### src/rtl/xfer_req_arbiter.sv
// Round-robin arbiter funnelling NUM_REQ 4-phase transfer requests onto a
// single 4-phase request/acknowledge channel toward the descriptor handler.
module xfer_req_arbiter #(
    parameter int NUM_REQ           = 4,
    parameter int XFER_PARAMS_WIDTH = 79,
    parameter int IDX_WIDTH         = $clog2(NUM_REQ)
) (
    input  logic                                 clk_i,
    input  logic                                 rst_ni,
    input  logic [NUM_REQ*XFER_PARAMS_WIDTH-1:0] req_params_i,
    input  logic [NUM_REQ-1:0]                   req_i,
    output logic [NUM_REQ-1:0]                   ack_o,
    output logic [XFER_PARAMS_WIDTH-1:0]         m_xfer_params_o,
    output logic                                 m_xfer_req_o,
    input  logic                                 m_xfer_ack_i,
    output logic [IDX_WIDTH-1:0]                 grant_id_o,
    output logic                                 busy_o,
    output logic [15:0]                          grant_count_o
);

    typedef enum logic [1:0] {
        ST_IDLE    = 2'd0,
        ST_ISSUE   = 2'd1,
        ST_RELEASE = 2'd2
    } state_t;

    state_t                       r_state, w_state_nxt;
    logic [NUM_REQ-1:0]           r_ack, w_ack_nxt;
    logic                         r_m_req, w_m_req_nxt;
    logic [XFER_PARAMS_WIDTH-1:0] r_params, w_params_nxt;
    logic [IDX_WIDTH-1:0]         r_grant_id, w_grant_id_nxt;
    logic [IDX_WIDTH-1:0]         r_last_winner, w_last_winner_nxt;
    logic [15:0]                  r_count, w_count_nxt;
    logic                         r_busy;

    logic [XFER_PARAMS_WIDTH-1:0] w_slice [NUM_REQ];
    logic                         w_found;
    logic [IDX_WIDTH-1:0]         w_win;
    logic [IDX_WIDTH-1:0]         w_idx;
    logic [NUM_REQ-1:0]           w_grant_onehot;

    // Split the flat parameter bus into one word per requester.
    always_comb begin
        for (int k = 0; k < NUM_REQ; k++) begin
            w_slice[k] = req_params_i[k*XFER_PARAMS_WIDTH +: XFER_PARAMS_WIDTH];
        end
    end

    // Round-robin search: first active request at or after last_winner+1.
    always_comb begin
        w_found = 1'b0;
        w_win   = '0;
        w_idx   = '0;
        for (int i = 0; i < NUM_REQ; i++) begin
            w_idx   = IDX_WIDTH'((int'(r_last_winner) + 1 + i) % NUM_REQ);
            w_win   = (!w_found && req_i[w_idx]) ? w_idx : w_win;
            w_found = w_found | req_i[w_idx];
        end
    end

    assign w_grant_onehot = {{(NUM_REQ-1){1'b0}}, 1'b1} << r_grant_id;

    // Next-state and next-output logic of the handshake FSM.
    always_comb begin
        w_state_nxt       = r_state;
        w_ack_nxt         = r_ack;
        w_m_req_nxt       = r_m_req;
        w_params_nxt      = r_params;
        w_grant_id_nxt    = r_grant_id;
        w_last_winner_nxt = r_last_winner;
        w_count_nxt       = r_count;
        case (r_state)
            ST_IDLE: begin
                // A stray downstream ack here is deliberately ignored.
                if (w_found) begin
                    w_grant_id_nxt = w_win;
                    w_params_nxt   = w_slice[w_win];
                    w_m_req_nxt    = 1'b1;
                    w_state_nxt    = ST_ISSUE;
                end else begin
                    w_ack_nxt   = '0;
                    w_m_req_nxt = 1'b0;
                end
            end
            ST_ISSUE: begin
                if (m_xfer_ack_i) begin
                    w_m_req_nxt = 1'b0;
                    w_ack_nxt   = w_grant_onehot;
                    w_state_nxt = ST_RELEASE;
                end else begin
                    w_m_req_nxt = 1'b1;
                end
            end
            ST_RELEASE: begin
                if (!m_xfer_ack_i && !req_i[r_grant_id]) begin
                    w_ack_nxt         = '0;
                    w_last_winner_nxt = r_grant_id;
                    w_count_nxt       = r_count + 16'd1;
                    w_state_nxt       = ST_IDLE;
                end else begin
                    w_ack_nxt = w_grant_onehot;
                end
            end
            default: begin
                w_state_nxt = ST_IDLE;
                w_ack_nxt   = '0;
                w_m_req_nxt = 1'b0;
            end
        endcase
    end

    // State and output registers.
    always_ff @(posedge clk_i or negedge rst_ni) begin
        if (!rst_ni) begin
            r_state       <= ST_IDLE;
            r_ack         <= '0;
            r_m_req       <= 1'b0;
            r_params      <= '0;
            r_grant_id    <= '0;
            r_last_winner <= IDX_WIDTH'(NUM_REQ - 1);
            r_count       <= 16'd0;
            r_busy        <= 1'b0;
        end else begin
            r_state       <= w_state_nxt;
            r_ack         <= w_ack_nxt;
            r_m_req       <= w_m_req_nxt;
            r_params      <= w_params_nxt;
            r_grant_id    <= w_grant_id_nxt;
            r_last_winner <= w_last_winner_nxt;
            r_count       <= w_count_nxt;
            r_busy        <= (w_state_nxt != ST_IDLE);
        end
    end

    assign ack_o           = r_ack;
    assign m_xfer_req_o    = r_m_req;
    assign m_xfer_params_o = r_params;
    assign grant_id_o      = r_grant_id;
    assign busy_o          = r_busy;
    assign grant_count_o   = r_count;

endmodule

### config.mk
export PLATFORM = sky130hd
export DESIGN_NAME = xfer_req_arbiter
export DESIGN_NICKNAME = d
export VERILOG_FILES = /design/src/rtl/xfer_req_arbiter.sv
export SDC_FILE = /design/constraint.sdc
export NUM_CORES = 1
export LEC_CHECK = 0
export CAP_MARGIN = 40
export CELL_PAD_IN_SITES_DETAIL_PLACEMENT = 1
export CELL_PAD_IN_SITES_GLOBAL_PLACEMENT = 2
export CORE_MARGIN = 2
export CORE_UTILIZATION = 20
export CTS_BUF_LIST = sky130_fd_sc_hd__clkbuf_2
export CTS_CLUSTER_SIZE = 10
export DETAILED_ROUTE_END_ITERATION = 16
export PLACE_DENSITY_LB_ADDON = 0.08
export SLEW_MARGIN = 20
export SYNTH_ARGS = -nofsm -noshare
export SYNTH_HDL_FRONTEND = slang
export SYNTH_SLANG_ARGS = --single-unit
### constraint.sdc
create_clock -name clk_i -period 2.55 [get_ports clk_i]
set_clock_uncertainty 0.05 [all_clocks]
set_input_delay 0.3825 -clock clk_i [delete_from_list [all_inputs] [get_ports clk_i]]
set_output_delay 0.3825 -clock clk_i [all_outputs]
set_load 0.05 [all_outputs]
Figure 1. M2 wires (run 1).
Drawn at 1.5 px/um. Cells faint in the background.
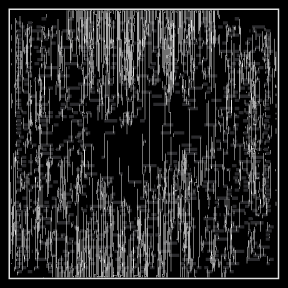
- nets with wire on the layer: 1174
- wire length on this layer: 15000 um
- longest straight run: 72.4 um
- main direction: vertical
- share of all routed wire: 52%

Figure 2. Gate-type map (run 1).
Drawn at 3 px/um.
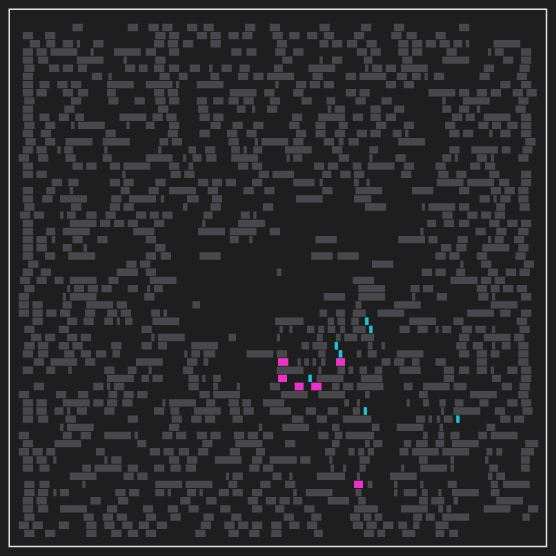
- cyan: inv cells (cells 7; most used inv_1)
- magenta: non-inverting ao/oa cells (cells 6)

Figure 3. Track usage over the die (run 1).
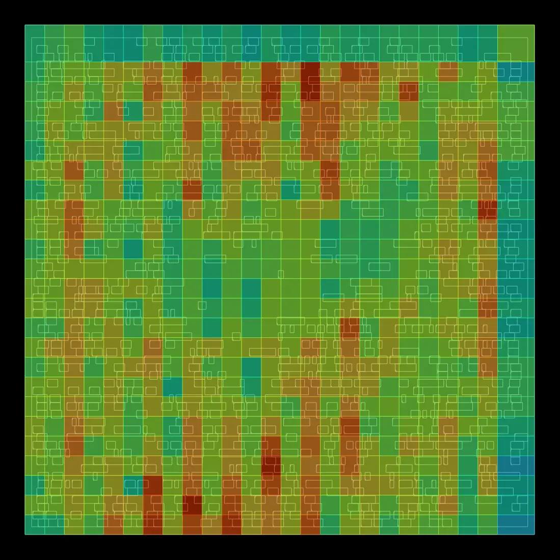
GR Layer Usage met2: 32.6%
met1 Use GR: 20.0%
DR WL/cell: 20.7 um
grt peak-use layer: met2

==> GITHUB_STEP_SUMMARY, run 1 <==
## Implementation flow summary

| Metric | Value |
|---|---|
| Clk buf depth | 2 |
| Hpwl dp | 22900 um |
| Post-layout util | 38.1% |
| Sequential-to-total area share from yosys stat | 44.0% |
| Met1 Wirelength | 11000 um |
| Count leader, synth | mux2i_1 |
| Chip area | 0.0319 mm^2 |
| Clock Pin Slew Worst Setup and Hold Paths | 0.40 ns |
| Area occupied by multi-input gates | 0.00322 mm^2 |
| RSZ-0062 raised after global routing | false |
| Residual DRC | 0 |
| Yosys stat area | 0.00609 mm^2 |
| Total power | 11.9 mW |
| Power Density | 1050 mW/mm^2 |
| Tool Warnings | 29 |
| Area Overhead vs Synth | 86.3% |
| PortBufs | 425 |
| Worst Path Arrival | 1.95 ns |
| Final hold vios | 0 |
| CP bufs+invs | 1 |
| Max-cap violations | 0 |
| Gr usage total | 17.8% |
| Max FFs per register | 79 |
| Crit Path Category | flip-flop to primary output |
| Core Util at FP | 20.5% |
| Peak VDD IR | 0.349 mV |
| Most used flip-flop cell | dfrtp_1 |
| Synth top cells by count | mux2i_1 (159), dfrtp_1 (105), nand2_1 (98) |
| Highest routed layer | met4 |
| Met3 Wirelength | 2770 um |
| Worst path cell trace | clkdlybuf4s50_1 |
| Die x size | 179 um |
| Yosys simple share | 9.03% |
| Hold WC Path Type | primary input to asynchronous set/reset pin |
| #FFs+latches synth | 107 |
| Global-route wire length before repair | 42500 um |
| Post-route insts no fill | 1400 |
| Avg Vias per Cell | 4.53 |
| Fmax | 419 MHz |
| Crit path capture type | primary output |
| Clk root buf | clkbuf_2 |
| Cell area leaders | dfrtp_1 (43%), mux2i_1 (26%), o221ai_1 (11%), nand2_1 (6.0%), xnor2_1 (1.9%) |
| Die Ht | 179 um |
| Fill cells | 3324 |
| Post-synth top area cell | dfrtp_1 |
| Post-synth ARST share | 100% |
| Maximum fanout along the worst path | 2 |
| Yosys cell count | 567 |
| Gate Count Post-Synth | 567 |
| Largest net degree at the start of global routing | 45 |
| Crit path max-delay family | buffers and inverters |
| Antenna viol nets, final | 0 |
| CP Data Required Time | 2.12 ns |
| Worst Tran Pin Value | 0.619 ns |
| CP Launch Point | ack_o[0] |
| Sequential Area | 0.00268 mm^2 |
| Post-synth cell types | 39 |
| Detailed Routing Iterations Pass 1 | 4 |
| CTS buffer count | 9 |
| Via count | 6343 |
| Final hold slack | 0.0854 ns |
| Cycle use final | 93.5% |
| YS warnings | 0 |
| Final slew viol count | 0 |
| Vias in the first global route | 6964 |
| Core area | 0.0298 mm^2 |
| Nets | 1330 |
| Leak pwr | 5.15 nW |
| Synth Area per Inst | 10.7 um^2 |
| Flip-flops with a built-in enable | 0 |
| GP Congestion | 0.754 |
| XOR Share, Synth | 2.16% |
| Count of final setup violators | 0 |
| I/O Pins | 426 |
| Layout cell share with drive strength beyond 1 | 7.55% |
| Top cell area share | 43.1% |
| WL met2 | 15000 um |
| Clock Sinks | 107 |
| Crit path time final | 2.38 ns |
| Synth mux share | 26.7% |
| Max H-tree Level | 3 |
| CP startpoint kind | flip-flop |
| Clk_lat worst skew | 0.67 ns |
| Grt ovf | 0 |
| Syn_nets | 895 |
| Adder Area Share | 1.03% |
| Max incr delay on CP | 0.83 ns |
| Site Rows | 63 |
| RR Startpoint | r_last_winner[1] |
| Largest logic family | multiplexers |
| Antenna violations before repair | 3 |
| Slowest-stage cell, CP | clkdlybuf4s50_1 |
| Met3 GRT Util | 6.24% |
| Syn Std Cell Area | 0.00609 mm^2 |
| Wirelength, routed | 29000 um |
| Outcome | finished clean |
| Complex Gates by Area | 13.6% |
| Initial DRC count | 208 |
| Slew HR | 58.3% |
| TritonCTS clock tree | done |
| Cell count after placement | 1380 |
==> run 1: per-stage QoR <==
stage               instance area (um^2)  worst slack, ns  TNS (ns)
floorplan                           6090            0.151         0
global placement                   11200          -0.0328   -0.0473
detailed placement                 11200          -0.0274    -0.328
CTS                                11300          0.00175         0
global route                       11400           0.0161         0
finish                             11400            0.166         0
==> run 1: final timing paths <==
check	slack (ns)	depth (start not counted)	endpoint
max in group asynchronous	1.64	3	m_xfer_params_o[73]
worst min-delay path	0.09	2	grant_count_o[6]
worst max register to register	0.36	7	m_xfer_params_o[73]
worst min register to register	0.46	1	grant_count_o[13]
min in group clk_i	0.30	3	m_xfer_params_o[57]
worst max-delay path	0.17	1	ack_o[0]
==> run 1: repair_timing <==
item | in CTS | in global routing
gates resized | 10 | 6
hold endpoints to repair | 82 | 0
hold buffers | 1 | 0
setup endpoints to repair | 10 | 6
setup buffers | 0 | 0
==> run 1: area by class of cell <==
class                           instances  area share, %
Sequential cell                       107           23.6
Clock inverter                          7          0.628
Antenna cell                            3         0.0661
Tap cell                              390           4.30
Clock buffer                            9          0.397
Timing Repair Buffer                  469           42.4
Inverter                                7          0.231
Multi-Input combinational cell        408           28.4
==> run 1: cell usage in the layout (no fill, tap or decap), types with 7 or more instances in the layout <==
cell type	synthesis	routed
mux2i_1	159	159
dlygate4sd2_1	0	10
buf_12	0	18
buf_4	0	26
xnor2_1	13	13
o221ai_1	80	79
dfrtp_1	105	104
inv_1	7	7
clkdlybuf4s50_1	0	408
clkbuf_2	0	9
nand2_1	98	97
==> run 1: power breakdown <==
part           switching (mW)  leakage [nW]  total [mW]  internal (mW)
clock                   0.715        0.0653       0.875          0.159
combinational            4.96          3.75        8.19           3.23
sequential              0.439          1.33        2.87           2.43
total                    6.11          5.15        11.9           5.82
## Run 2: what changed since run 1
- PLACE_DENSITY_LB_ADDON: 0.08 -> 0.1
Figure 4. M2 wires (run 2).
Drawn at 1.5 px/um. Cells faint in the background.
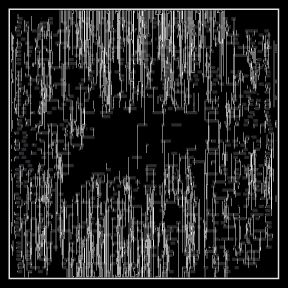
- longest straight run: 69.7 um
- nets with wire on the layer: 1168
- share of all routed wire: 52%

Figure 5. Met3 routing (run 2).
Drawn at 1.5 px/um.
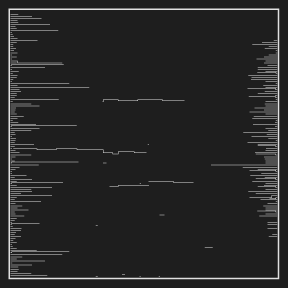
- share of all routed wire: 8.4%
- main direction: horizontal
- wire length on this layer: 2390 um
- nets with wire on the layer: 227

==> GITHUB_STEP_SUMMARY, run 2 <==
## Implementation flow summary

| Metric | Value |
|---|---|
| Clock Pin Slew Worst Setup and Hold Paths | 0.43 ns (+0.03 ns) |
| CP Launch Point | m_xfer_params_o[30] |
| GP Congestion | 0.729 (-3.3%) |
| Slowest-stage cell, CP | clkdlybuf4s50_1 |
| GR Layer Usage met2 | 31.7% (-0.84 points) |
| CP bufs+invs | 1 (unchanged) |
| Syn_nets | 895 (unchanged) |
| CTS buffer count | 9 (unchanged) |
| Gate Count Post-Synth | 567 (unchanged) |
| Cell area leaders | dfrtp_1 (43%), mux2i_1 (26%), o221ai_1 (11%), nand2_1 (6.0%), xnor2_1 (1.9%) |
| Post-synth ARST share | 100% (unchanged) |
| Cell count after placement | 1382 (+0.14%) |
| Post-synth cell types | 39 (unchanged) |
| Dominant logic cell type in the layout | clkdlybuf4s50_1 |
| Residual DRC | 0 (unchanged) |
| Max incr delay on CP | 0.83 ns (about the same) |
| Tool Warnings | 32 (+10%) |
| Via count | 6330 (-0.20%) |
| Met1 Wirelength | 11200 um (+1.8%) |
| Count of final setup violators | 0 (unchanged) |
| Power Density | 1050 mW/mm^2 (+0.30%) |
| PortBufs | 425 (unchanged) |
| TritonCTS clock tree | done |
| I/O Pins | 426 (unchanged) |
| Chip area | 0.0319 mm^2 (unchanged) |
| Most used flip-flop cell | dfrtp_1 |
| Dominant logic cell types in the final layout | clkdlybuf4s50_1 (407), mux2i_1 (159), dfrtp_1 (104) |
| Leak pwr | 5.20 nW (+0.95%) |
| Antenna violations before repair | 2 (-1) |
| Crit path capture type | primary output |
| Max-cap violations | 0 (unchanged) |
| Site Rows | 63 (unchanged) |
| Global-route wire length before repair | 41900 um (-1.5%) |
| Post-synth top area cell | dfrtp_1 |
| Flip-flops with a built-in enable | 0 (unchanged) |
| YS warnings | 0 (unchanged) |
| Wirelength, routed | 28600 um (-1.6%) |
| Die x size | 179 um (unchanged) |
| #FFs+latches synth | 107 (unchanged) |
| Core Util at FP | 20.5% (unchanged) |
| Final hold slack | 0.212 ns (+0.126 ns) |
| Synth top cells by count | mux2i_1 (159), dfrtp_1 (105), nand2_1 (98) |
| Met3 Wirelength | 2390 um (-14%) |
| Post-Layout Inst Area | 0.0114 mm^2 (+0.11%) |
| Worst setup margin | 0.148 ns (-0.0174 ns) |
| Die Ht | 179 um (unchanged) |
| CP Data Required Time | 2.12 ns (about the same) |
| Nets | 1332 (+0.15%) |
| Antenna viol nets, final | 0 (unchanged) |
| Met1 Use GR | 19.8% (-0.14 points) |
| RR Startpoint | grant_id_o[0] |
| Post-layout util | 38.1% (+0.042 points) |
| Top cell area share | 43.1% (unchanged) |
| Worst Tran Pin Value | 0.661 ns (+0.0420 ns) |
| Maximum fanout along the worst path | 2 (unchanged) |
| Count leader, synth | mux2i_1 |
| Synth Area per Inst | 10.7 um^2 (unchanged) |
| Sum Neg Setup Slack | 0 ns (unchanged) |
| Clk buf depth | 2 (unchanged) |
| Syn Std Cell Area | 0.00609 mm^2 (unchanged) |
| Avg Vias per Cell | 4.52 (-0.28%) |
| Hold WC Path Type | primary input to asynchronous set/reset pin |
| Dpl ws | -0.0163 ns (+0.0111 ns) |
| Detailed Routing Iterations Pass 1 | 4 (unchanged) |
| Yosys cell count | 567 (unchanged) |
| Crit path max-delay family | buffers and inverters |
| Max H-tree Level | 3 (unchanged) |
| DR WL/cell | 20.4 um (-1.7%) |
| WL met2 | 14700 um (-1.8%) |
| Grt peak-use layer | met2 |
| Area Overhead vs Synth | 86.6% |
| Clk root buf | clkbuf_2 |
| Cycle use final | 94.2% (+0.68 points) |
| Crit Path Category | flip-flop to primary output |
| Initial DRC count | 223 (+7.2%) |
| Gr usage total | 17.4% (-0.40 points) |
| Sequential-to-total area share from yosys stat | 44.0% (unchanged) |
| Yosys stat area | 0.00609 mm^2 (unchanged) |
| Crit path time final | 2.40 ns (+0.0174 ns) |
| Max FFs per register | 79 (unchanged) |
| CP startpoint kind | flip-flop |
| Hpwl dp | 22400 um (-2.0%) |
| Largest net degree at the start of global routing | 108 (+140%) |
| Area post-placement | 0.0112 mm^2 (about the same) |
| Post-route insts no fill | 1401 (+0.071%) |
| Fmax | 416 MHz (-0.73%) |
| Layout cell share with drive strength beyond 1 | 7.73% (+0.18 points) |
| Vias in the first global route | 6956 (-0.11%) |
| Final slew viol count | 0 (unchanged) |
| Clk_lat worst skew | 0.68 ns (about the same) |
| Highest routed layer | met5 |
| Core area | 0.0298 mm^2 (unchanged) |
| Peak VDD IR | 0.387 mV (+11%) |
| Total power | 12.0 mW (+0.41%) |
| Grt ovf | 0 (unchanged) |
| Worst Path Arrival | 1.97 ns (+0.02 ns) |
| Slew HR | 55.9% (-2.4 points) |
| Outcome | finished clean |
| Final hold vios | 0 (unchanged) |
| Clock Sinks | 107 (unchanged) |
| Worst path cell trace | clkdlybuf4s50_1 |
| Met3 GRT Util | 5.63% (-0.62 points) |
-- run 2: cell counts after synthesis --
Identical to the previous run, type by type.
-- run 2: kinds of logic after synthesis --
kind of cell / synth area share, %
buf+inv: 3.57
compound gates: 13.6
fa+ha+maj: 1.03
mux: 26.7
simple gates: 9.04
flops: 44.0
xor+xnor: 2.16
-- run 2: power breakdown --
| group | total (mW) | switching [mW] | internal [mW] |
|---|---|---|---|
| Sequential | 2.86 | 0.431 | 2.43 |
| Clock | 0.905 | 0.734 | 0.170 |
| Combinational | 8.21 | 4.97 | 3.24 |
| Total | 12.0 | 6.14 | 5.85 |
-- run 2: layout make-up --
type	count	area, um^2
Tap cell	390	488
Sequential cell	107	2680
Clock inverter	7	83.8
Fill cell	3331	18400
Clock buffer	9	45.0
Antenna cell	2	5.00
Multi-Input combinational cell	408	3230
Inverter	7	26.3
Timing Repair Buffer	471	4810
-- run 2: worst reg2reg max path, delay by kind of cell, from the launching register on --
kind / cells / cell delay [ns]
DFF: 1 / 0.49
muxes: 1 / 0.53
and+or+nand+nor: 3 / 0.89
xor gates and xnor gates: 1 / 0.15
-- run 2: repair_timing --
item                                    4_1_cts  5_1_grt
endpoints found under the hold margin       105        0
hold buffers                                  1        0
gates resized                                 8        9
setup buffers                                 0        0
endpoints found under the setup margin        8        9
-- run 2: worst paths after layout --
check                                      end  cells after the start  slack [ns]
hold / removal              m_xfer_params_o[3]                      3        0.21
setup / recovery           m_xfer_params_o[30]                      1        0.15
max in group asynchronous  m_xfer_params_o[47]                      3        1.66
setup reg to reg             grant_count_o[13]                      5        0.37
hold reg to reg              grant_count_o[15]                      1        0.44
min in group clk_i         m_xfer_params_o[36]                      3        0.26
Power figures rest on the tool's default switching activity, not on a simulated workload.
